`src/rtl/gshare_branch_predictor.sv`:
```
// rtl/gshare_branch_predictor.sv - gshare/bimodal branch predictor with speculative GHR and recovery
// Define GSHARE_XOR_EN for PC-xor-history indexing; otherwise the table is indexed by PC alone.
module gshare_branch_predictor #(
  parameter int IDX_W  = 4,
  parameter int CTR_W  = 2,
  parameter int HIST_W = 4
) (
  input  logic              clk,
  input  logic              rst,
  input  logic              lkp_en,
  input  logic [IDX_W-1:0]  lkp_pc,
  output logic              pre_valid,
  output logic              pre_taken,
  output logic [HIST_W-1:0] pre_ghr,
  input  logic              upd_en,
  input  logic [IDX_W-1:0]  upd_pc,
  input  logic [HIST_W-1:0] upd_ghr,
  input  logic              real_br_taken,
  input  logic              mispredict
);

  localparam int DEPTH = 2 ** IDX_W;
  localparam logic [CTR_W-1:0] CTR_INIT = {1'b0, {(CTR_W-1){1'b1}}};
  localparam logic [CTR_W-1:0] CTR_MAX  = '1;
  localparam logic [CTR_W-1:0] CTR_MIN  = '0;

  logic [CTR_W-1:0]  pht [DEPTH];
  logic [HIST_W-1:0] ghr;

  logic [IDX_W-1:0]  lkp_idx;
  logic [IDX_W-1:0]  upd_idx;
  logic              lkp_taken;
  logic [CTR_W-1:0]  upd_cur;
  logic [CTR_W-1:0]  upd_ctr;
  logic [HIST_W-1:0] ghr_spec;
  logic [HIST_W-1:0] ghr_rec;

`ifdef GSHARE_XOR_EN
  logic [IDX_W-1:0] ghr_ext;
  logic [IDX_W-1:0] upd_ghr_ext;

  // History is zero-extended so HIST_W may be narrower than the index.
  always_comb begin
    ghr_ext                     = '0;
    upd_ghr_ext                 = '0;
    ghr_ext[HIST_W-1:0]         = ghr;
    upd_ghr_ext[HIST_W-1:0]     = upd_ghr;
    lkp_idx                     = lkp_pc ^ ghr_ext;
    upd_idx                     = upd_pc ^ upd_ghr_ext;
  end
`else
  always_comb begin
    lkp_idx = lkp_pc;
    upd_idx = upd_pc;
  end
`endif

  always_comb begin
    lkp_taken = pht[lkp_idx][CTR_W-1];
    upd_cur   = pht[upd_idx];
    upd_ctr   = upd_cur;
    if (real_br_taken && (upd_cur != CTR_MAX)) begin
      upd_ctr = upd_cur + CTR_W'(1);
    end else if (!real_br_taken && (upd_cur != CTR_MIN)) begin
      upd_ctr = upd_cur - CTR_W'(1);
    end
    ghr_spec = HIST_W'({ghr, lkp_taken});
    ghr_rec  = HIST_W'({upd_ghr, real_br_taken});
  end

  // Lookup reads the pre-update table, so a same-cycle update to the same index is seen next cycle.
  always_ff @(posedge clk) begin
    if (rst) begin
      for (int i = 0; i < DEPTH; i++) begin
        pht[i] <= CTR_INIT;
      end
      ghr       <= '0;
      pre_valid <= 1'b0;
      pre_taken <= 1'b0;
      pre_ghr   <= '0;
    end else begin
      pre_valid <= lkp_en;
      if (lkp_en) begin
        pre_taken <= lkp_taken;
        pre_ghr   <= ghr;
      end
      if (upd_en) begin
        pht[upd_idx] <= upd_ctr;
      end
      // Recovery wins over the speculative shift of a lookup the pipe is about to flush.
      if (upd_en && mispredict) begin
        ghr <= ghr_rec;
      end else if (lkp_en) begin
        ghr <= ghr_spec;
      end
    end
  end

endmodule
```
`config.mk`:
```
export PLATFORM = sky130hd
export DESIGN_NAME = gshare_branch_predictor
export DESIGN_NICKNAME = d
export VERILOG_FILES = /design/src/rtl/gshare_branch_predictor.sv
export SDC_FILE = /design/constraint.sdc
export NUM_CORES = 1
export LEC_CHECK = 0
export CORE_ASPECT_RATIO = 2
export CORE_MARGIN = 1
export CORE_UTILIZATION = 47
export CTS_CLUSTER_DIAMETER = 30
export DETAILED_ROUTE_END_ITERATION = 10
export HOLD_SLACK_MARGIN = 0.15
export PLACE_DENSITY = 0.76
export SLEW_MARGIN = 30
export SYNTH_ARGS = -nofsm -noshare
export SYNTH_HDL_FRONTEND = slang
export SYNTH_SLANG_ARGS = --single-unit
```
`constraint.sdc`:
```
create_clock -name clk -period 7.5 [get_ports clk]
set_input_delay 1.875 -clock clk [delete_from_list [all_inputs] [get_ports clk]]
set_output_delay 1.875 -clock clk [all_outputs]
set_load 0.005 [all_outputs]
```
**Routing congestion map**

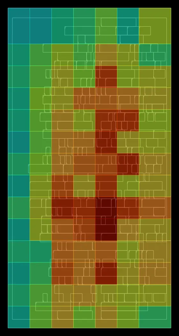
fin util: 0.567
routed len/inst: 18.7 µm
met2 Use GR: 0.436

**Signal wires on met2**

Cells faint in the background.
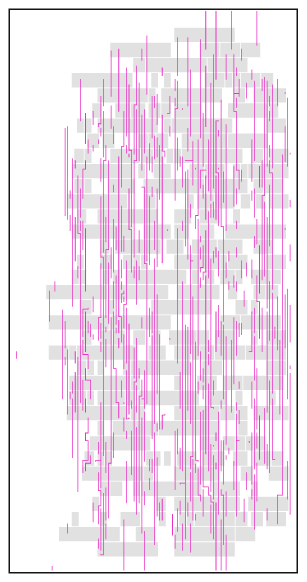
longest straight run = 61.2 µm
share of all routed wire = 58%

==> qor.txt <==
flop share of the area: 0.441
Worst R2R Start: pht[12][1]
Crit Path Max Fanout: 17
met3 GRT Util: 0.0332
via count: 1730
Crit Reg-Reg Endpoint: pht[15][1]
final std cells w/o fill: 290
fin crit share: 0.710
yosys cell count: 218
# nets final: 254
die height: 101 µm
status: completed
placed cell area: 2530 µm²
Residual DRC: 0
Comb area share: 0.402
NonClk Buf Share: 0.0865
Clk. pwr: 166 µW
Largest register FFs: 32
die width: 51.5 µm
Clock transition at path regs: 0.08 ns
Clock Tree Buf Depth: 2
max_cap viols: 0
final hold violation count: 0
Max IR drop VDD: 0.000118 V
Clk Latency, worst-skew pair: 0.30 ns
Comb. pwr: 85.7 µW
clk sinks: 42
top cells by count, synth: nand2_1, edfxtp_1, nor2_1
Min-Delay Startpoint: pre_ghr[2]
**M1 wires**

Supply wires on this layer in gray. Cells faint in the background.
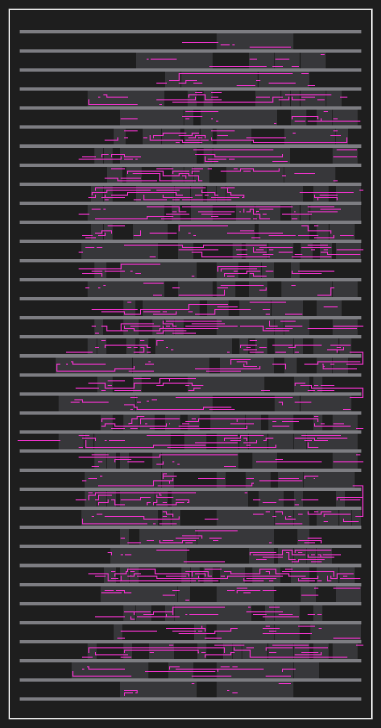
wire length on this layer = 1920 µm
main direction = horizontal
nets with wire on the layer = 243
longest straight run = 19.3 µm
share of all routed wire = 35%

Power and IR drop assume default switching activity.
